## src/rtl/vga_pkg.sv

```systemverilog
// Shared VGA constants: resolution, colour width, flash defaults
// and the game's sprite layer indices (0 = top of the stack).
package vga_pkg;
    localparam int H_RES          = 640;
    localparam int V_RES          = 480;
    localparam int COLOR_W        = 3;
    localparam int FLASH_FRAMES   = 8;
    localparam int FC_W           = 8;
    localparam int LAYER_COUNT    = 6;
    localparam int LAYER_USER     = 0;
    localparam int LAYER_BULLET   = 1;
    localparam int LAYER_SPIDER   = 2;
    localparam int LAYER_MOSQUITO = 3;
    localparam int LAYER_FLY      = 4;
endpackage

```

## src/rtl/pixel_layer_compositor_if.sv

```systemverilog
// Composited pixel bus towards the VGA pins.
interface pixel_layer_compositor_if #(
    parameter int COLOR_W = vga_pkg::COLOR_W
);
    logic [COLOR_W-1:0] rgb_out;
    logic               hsync_out;
    logic               vsync_out;
    logic               video_on_out;

    modport master (
        output rgb_out,
        output hsync_out,
        output vsync_out,
        output video_on_out
    );

    modport slave (
        input rgb_out,
        input hsync_out,
        input vsync_out,
        input video_on_out
    );
endinterface

```

## src/rtl/pixel_layer_compositor_flash.sv

```systemverilog
// Single-layer hit-flash timer: reloads on trigger, steps down once per
// frame tick and blanks its layer while the count is odd.
module layer_flash_timer
    import vga_pkg::*;
#(
    parameter int LOAD_VAL = FLASH_FRAMES
) (
    input  logic clk25,
    input  logic reset_n,
    input  logic trigger,
    input  logic tick,
    output logic blank,
    output logic active
);
    localparam logic [FC_W-1:0] LOAD = FC_W'(LOAD_VAL);

    logic [FC_W-1:0] fc_q, fc_d;
    logic            active_q, active_d;

    always_comb begin
        fc_d = fc_q;
        if (trigger) begin
            fc_d = LOAD;
        end else if (tick && fc_q != '0) begin
            fc_d = fc_q - FC_W'(1);
        end
        active_d = (fc_d != '0);
    end

    always_ff @(posedge clk25) begin
        if (!reset_n) begin
            fc_q     <= '0;
            active_q <= 1'b0;
        end else begin
            fc_q     <= fc_d;
            active_q <= active_d;
        end
    end

    // an odd count is necessarily nonzero
    assign blank  = fc_q[0];
    assign active = active_q;
endmodule

```

## src/rtl/pixel_layer_compositor.sv

```systemverilog
// Two-stage sprite layer compositor: lowest visible layer index wins,
// syncs and blanking are delayed alongside the colour.
module pixel_layer_compositor #(
    parameter int                 LAYER_COUNT  = 6,
    parameter int                 COLOR_W      = vga_pkg::COLOR_W,
    parameter int                 FLASH_FRAMES = vga_pkg::FLASH_FRAMES,
    parameter logic [COLOR_W-1:0] BG_COLOR     = '0,
    localparam int IDX_W = (LAYER_COUNT > 1) ? $clog2(LAYER_COUNT) : 1
) (
    input  logic                           clk25,
    input  logic                           reset_n,
    input  logic [LAYER_COUNT*COLOR_W-1:0] layer_rgb_flat,
    input  logic [LAYER_COUNT-1:0]         layer_valid,
    input  logic [LAYER_COUNT-1:0]         layer_enable,
    input  logic [LAYER_COUNT-1:0]         flash_trigger,
    input  logic                           hsync_in,
    input  logic                           vsync_in,
    input  logic                           video_on_in,
    pixel_layer_compositor_if.master       vga,
    output logic [IDX_W-1:0]               top_layer,
    output logic                           top_hit,
    output logic [LAYER_COUNT-1:0]         flashing
);
    logic                           frame_tick;
    logic [LAYER_COUNT-1:0]         blank;

    logic [LAYER_COUNT-1:0]         s1_eff_q, s1_eff_d;
    logic [LAYER_COUNT*COLOR_W-1:0] s1_rgb_q, s1_rgb_d;
    logic                           s1_hs_q, s1_hs_d;
    logic                           s1_vs_q, s1_vs_d;
    logic                           s1_von_q, s1_von_d;

    logic [COLOR_W-1:0]             pix_c;
    logic [COLOR_W-1:0]             rgb_q, rgb_d;
    logic [IDX_W-1:0]               top_q, top_d;
    logic                           hit_q, hit_d;
    logic                           hs_q, hs_d;
    logic                           vs_q, vs_d;
    logic                           von_q, von_d;

    for (genvar g = 0; g < LAYER_COUNT; g++) begin : g_flash
        layer_flash_timer #(
            .LOAD_VAL (FLASH_FRAMES)
        ) u_timer (
            .clk25   (clk25),
            .reset_n (reset_n),
            .trigger (flash_trigger[g]),
            .tick    (frame_tick),
            .blank   (blank[g]),
            .active  (flashing[g])
        );
    end

    // s1_vs_q doubles as the vsync edge detector; it idles high
    always_comb begin
        frame_tick = s1_vs_q & ~vsync_in;
        s1_eff_d   = layer_valid & layer_enable & ~blank;
        s1_rgb_d   = layer_rgb_flat;
        s1_hs_d    = hsync_in;
        s1_vs_d    = vsync_in;
        s1_von_d   = video_on_in;
    end

    always_comb begin
        hit_d = 1'b0;
        top_d = '0;
        pix_c = BG_COLOR;
        for (int i = LAYER_COUNT - 1; i >= 0; i--) begin
            if (s1_eff_q[i]) begin
                hit_d = 1'b1;
                top_d = IDX_W'(i);
                pix_c = s1_rgb_q[i*COLOR_W +: COLOR_W];
            end
        end
        rgb_d = pix_c & {COLOR_W{s1_von_q}};
        hs_d  = s1_hs_q;
        vs_d  = s1_vs_q;
        von_d = s1_von_q;
    end

    always_ff @(posedge clk25) begin
        if (!reset_n) begin
            s1_eff_q <= '0;
            s1_rgb_q <= '0;
            s1_hs_q  <= 1'b1;
            s1_vs_q  <= 1'b1;
            s1_von_q <= 1'b0;
            rgb_q    <= '0;
            top_q    <= '0;
            hit_q    <= 1'b0;
            hs_q     <= 1'b1;
            vs_q     <= 1'b1;
            von_q    <= 1'b0;
        end else begin
            s1_eff_q <= s1_eff_d;
            s1_rgb_q <= s1_rgb_d;
            s1_hs_q  <= s1_hs_d;
            s1_vs_q  <= s1_vs_d;
            s1_von_q <= s1_von_d;
            rgb_q    <= rgb_d;
            top_q    <= top_d;
            hit_q    <= hit_d;
            hs_q     <= hs_d;
            vs_q     <= vs_d;
            von_q    <= von_d;
        end
    end

    assign vga.rgb_out      = rgb_q;
    assign vga.hsync_out    = hs_q;
    assign vga.vsync_out    = vs_q;
    assign vga.video_on_out = von_q;
    assign top_layer        = top_q;
    assign top_hit          = hit_q;
endmodule

```

## src/flat_wrapper.sv

```systemverilog
// flat-port wrapper written by rule: the top's interface ports become plain ports
module pixel_layer_compositor_flat 
#(
    parameter int                 LAYER_COUNT  = 6,
    parameter int                 COLOR_W      = vga_pkg::COLOR_W,
    parameter int                 FLASH_FRAMES = vga_pkg::FLASH_FRAMES,
    parameter logic [COLOR_W-1:0] BG_COLOR     = '0,
    localparam int IDX_W = (LAYER_COUNT > 1) ? $clog2(LAYER_COUNT) : 1
)
  (clk25, reset_n, layer_rgb_flat, layer_valid, layer_enable, flash_trigger, hsync_in, vsync_in, video_on_in, top_layer, top_hit, flashing, vga_rgb_out, vga_hsync_out, vga_vsync_out, vga_video_on_out);
  pixel_layer_compositor_if #(.COLOR_W(COLOR_W)) vga_i ();
  input  logic clk25;
  input  logic reset_n;
  input  logic [LAYER_COUNT*COLOR_W-1:0] layer_rgb_flat;
  input  logic [LAYER_COUNT-1:0] layer_valid;
  input  logic [LAYER_COUNT-1:0] layer_enable;
  input  logic [LAYER_COUNT-1:0] flash_trigger;
  input  logic hsync_in;
  input  logic vsync_in;
  input  logic video_on_in;
  output logic [IDX_W-1:0] top_layer;
  output logic top_hit;
  output logic [LAYER_COUNT-1:0] flashing;
  output wire logic [$bits(vga_i.rgb_out)-1:0] vga_rgb_out;
  output wire logic [$bits(vga_i.hsync_out)-1:0] vga_hsync_out;
  output wire logic [$bits(vga_i.vsync_out)-1:0] vga_vsync_out;
  output wire logic [$bits(vga_i.video_on_out)-1:0] vga_video_on_out;
  assign vga_rgb_out = vga_i.rgb_out;
  assign vga_hsync_out = vga_i.hsync_out;
  assign vga_vsync_out = vga_i.vsync_out;
  assign vga_video_on_out = vga_i.video_on_out;
  pixel_layer_compositor #(.LAYER_COUNT(LAYER_COUNT), .COLOR_W(COLOR_W), .FLASH_FRAMES(FLASH_FRAMES), .BG_COLOR(BG_COLOR)) u_core (.clk25(clk25), .reset_n(reset_n), .layer_rgb_flat(layer_rgb_flat), .layer_valid(layer_valid), .layer_enable(layer_enable), .flash_trigger(flash_trigger), .hsync_in(hsync_in), .vsync_in(vsync_in), .video_on_in(video_on_in), .vga(vga_i), .top_layer(top_layer), .top_hit(top_hit), .flashing(flashing));
endmodule
```

## config.mk

```make
export PLATFORM = sky130hd
export DESIGN_NAME = pixel_layer_compositor_flat
export DESIGN_NICKNAME = d
export VERILOG_FILES = /design/src/rtl/vga_pkg.sv /design/src/rtl/pixel_layer_compositor_if.sv /design/src/rtl/pixel_layer_compositor_flash.sv /design/src/rtl/pixel_layer_compositor.sv /design/src/flat_wrapper.sv
export SDC_FILE = /design/constraint.sdc
export NUM_CORES = 1
export LEC_CHECK = 0
export ABC_AREA = 1
export CORE_UTILIZATION = 50
export DETAILED_ROUTE_END_ITERATION = 16
export MAX_ROUTING_LAYER = met4
export PLACE_DENSITY = 0.76
export SETUP_SLACK_MARGIN = 0.2
export SLEW_MARGIN = 20
export SYNTH_ARGS = -nofsm -noshare
export SYNTH_HDL_FRONTEND = slang
export SYNTH_SLANG_ARGS = --single-unit
```

## constraint.sdc

```tcl
create_clock -name clk25 -period 2.2 [get_ports clk25]
set_input_delay 0.66 -clock clk25 [delete_from_list [all_inputs] [get_ports clk25]]
set_output_delay 0.66 -clock clk25 [all_outputs]
set_load 0.02 [all_outputs]
```

### Supply network

Scale bar: 20 um. Pins as bars on the die edge.
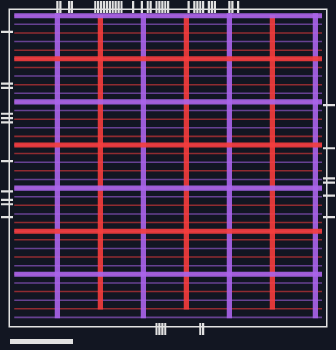
Key: red = VDD; purple = VSS
7 straps on met4. The core has 35 rows.
Die X-Extent: 99.7 um
core box area: 9240 um2
Worst VDD drop: 398 uV
die span in y: 99.7 um

### Placement by cell class

Fill, decap, tap and diode cells in grey.
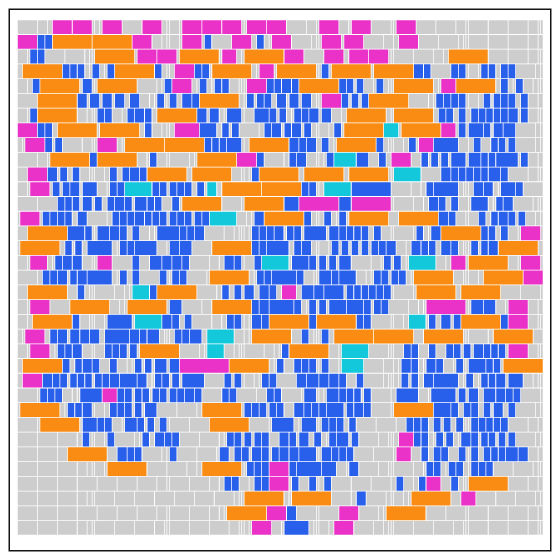
Key: cyan = clock drivers and dummy loads [cells 16]; orange = flip-flops [cells 91]; blue = all other logic [cells 624]; magenta = other buffers and delay cells [cells 73]
final core occ: 62.2%
Site Rows: 35
post-route cell area: 5750 um2
Seq/total area: 31.7%

### The clock network

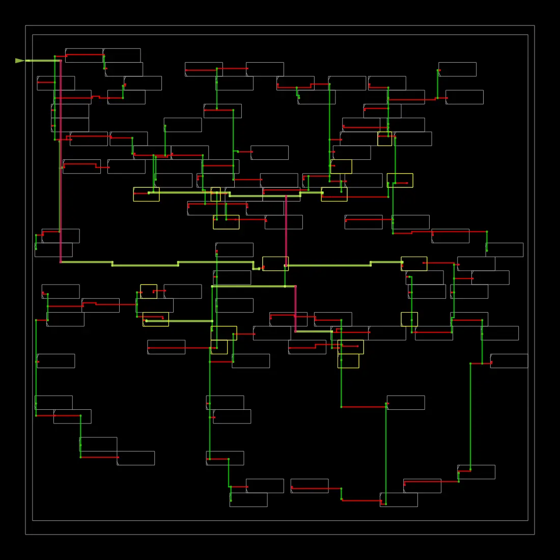
clock tree sinks: 91
seq_cells: 91

### Metal layers overlaid

Scale bar: 20 um. Only two layers are drawn.
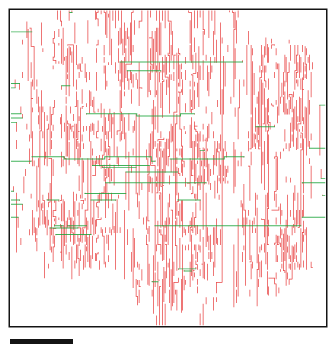
Key: green = met3 [wire length 408 um]; red = met2 [wire length 5310 um]
WL final: 10500 um
WL/cell: 11.3 um

==> flow_summary_export.csv <==
group,metric,value,unit
worst_setup_path,required,1.54,ns
final_timing,final-setup-viol-count,0,
worst_setup_path,worstReg2RegStart,"u_core.g_flash[4].u_timer.fc_q[0]$_SDFF_PN0_",
placed_design,placed_cell_area,5540,um2
clocking,cts_tree,"done",
layout,post_route_cells_drive_above_1_share,8.21,%
placed_design,io_buffer_count,56,
synth,top_cell,"nand2_1",
synth,ys_top_cells_by_count,"nand2_1, nor2_1, dfxtp_1",
floorplan,ios,57,
worst_setup_path,crit_buf_inv,1,
layout,nets,852,
placed_design,dp_hpwl,7790,um
synth,yosys.stat.seqShare,38.2,%
synth,yosys_cells,735,
drt,vias,4454,
outcome,status,"finished, final reports clean",
clocking,clkSlewWorstSetupHoldPaths,0.09,ns
worst_setup_path,endpoint_kind,"output port",
pwr,leakagePower,0.00302,uW
synth,yosysTopAreaCellShare,38.2,%
synth,syn_nets,788,
floorplan,initCoreUtil,51.7,%
pwr,intPower,2580,uW
worst_setup_path,crit_path_top_delay_cell,"clkdlybuf4s50_1",
pwr,power_frac_seq,46.9,%
synth,syn_avg_cell_area,6.50,um2
layout,n_antenna_cell,0,
clocking,cts_inserted_buffers,9,
placed_design,globalplace.congestion,0.892,
synth,synth_area_leader_cell,"dfxtp_1",
global_routing,grt_antenna_before_repair,0,
worst_setup_path,reg2reg_depth,11,
pwr,pwr-share-clk,27.4,%
placed_design,place_ws,-0.0998,ns
worst_setup_path,max_stage_delay,0.60,ns
worst_setup_path,worstSetupPathType,"reg -> out",
synth,edf_count,0,
hold_path,min_to,"u_core.vga.hsync_out$_SDFF_PN1_",
clocking,root_buffer,"clkbuf_8",
final_timing,fin_tns_setup,0,ns
job,maxCapViolCount,0,
final_timing,tightest_slew,0.351,ns
## logic make-up after synthesis
| group | count (synthesis) | synth area share, % |
|---|---|---|
| adder cells (fa/ha/maj) | 12 | 3.14 |
| AND-OR/OR-AND | 43 | 4.74 |
| buffers and inverters | 108 | 9.41 |
| XOR/XNOR | 8 | 1.47 |
| flip-flops | 91 | 38.2 |
| AND/OR/NAND/NOR | 473 | 43.1 |
## how the worst max path moves through the flow
stage,from,end,slack [ns],cells after the start
2_1_floorplan,vsync_in,u_core.g_flash[4].u_timer.active$_SDFF_PN0_,0.60,8
3_3_place_gp,vsync_in,u_core.g_flash[2].u_timer.active$_SDFF_PN0_,-0.08,10
3_5_place_dp,vsync_in,u_core.g_flash[2].u_timer.active$_SDFF_PN0_,-0.1,10
4_1_cts,u_core.g_flash[1].u_timer.active$_SDFF_PN0_,flashing[1],0.22,1
5_1_grt,vsync_in,u_core.g_flash[2].u_timer.active$_SDFF_PN0_,0.17,10
6_report,u_core.g_flash[0].u_timer.active$_SDFF_PN0_,flashing[0],0.25,1
## power groups by stage
stage,Clock (uW),Combinational (uW),Sequential (uW)
after floorplan,0,707,1830
after CTS,1090,978,1800
final,1060,990,1800
after global placement,0,953,1840
after global routing,1160,1120,1810
after detailed placement,0,976,1840
## through the flow
step	utilization (%)	total power, uW	cells
after floorplan	-	2540	735
after global placement	59.9	2790	916
after detailed placement	59.9	2820	916
after CTS	61.9	3880	932
after global routing	62.2	4100	933
final	62.2	3850	933
## metal layers
layer | vias to the layer above | part of all wire (%) | GRT usage [%] | wire length, um
met5 | - | 0 | - | 0
met4 | 0 | 0.81 | 4.98 | 85
met3 | 8 | 3.9 | 4.85 | 408
met2 | 65 | 50 | 39.4 | 5310
met1 | 1984 | 45 | 26.0 | 4710
li1 | 2397 | - | - | -
## sequential cells by signal (all words and copies together), names as in the netlist, 3 cells and up
name / cells
u_core.s1_rgb_q: 18
u_core.g_flash.u_timer.fc_q: 48
u_core.g_flash.u_timer.active: 6
u_core.vga.rgb_out: 3
u_core.s1_eff_q: 6
u_core.top_layer: 3
## what timing repair did
item                                   CTS  global route
setup endpoints to repair                1             3
setup buffers                            0             0
gates resized                            1             3
gates cloned                             0             1
endpoints found under the hold margin    0             0
hold buffers                             0             0
## layout by cell type (no fill, tap or decap), types with 2 or more instances in the layout
cell,netlist,routed
nor2_2,4,4
a21oi_1,18,17
o21ai_0,21,21
clkinv_4,0,2
inv_8,0,2
xor2_1,7,7
nor3_1,4,4
or2_2,3,3
ha_1,12,12
inv_1,82,81
buf_12,0,3
nand2_2,5,5
dfxtp_1,91,91
nand3_1,62,62
and2_4,2,2
buf_4,6,13
a22oi_1,2,2
nand4_1,14,14
inv_2,6,7
nand2_4,7,7
nand2_1,250,250
nor2_4,2,2
nand3b_1,8,8
clkdlybuf4s50_1,0,54
nor2_1,109,109
clkbuf_8,0,9
## area by class of cell
cell class,count,area (um2)
Tap cell,129,161
Multi-Input combinational cell,536,2510
Clock inverter,7,61.3
Clock buffer,9,124
Timing Repair Buffer,73,744
Inverter,88,330
Fill cell,859,3490
Sequential cell,91,1820
No activity file was given, so power comes from the tool's default toggle rates.
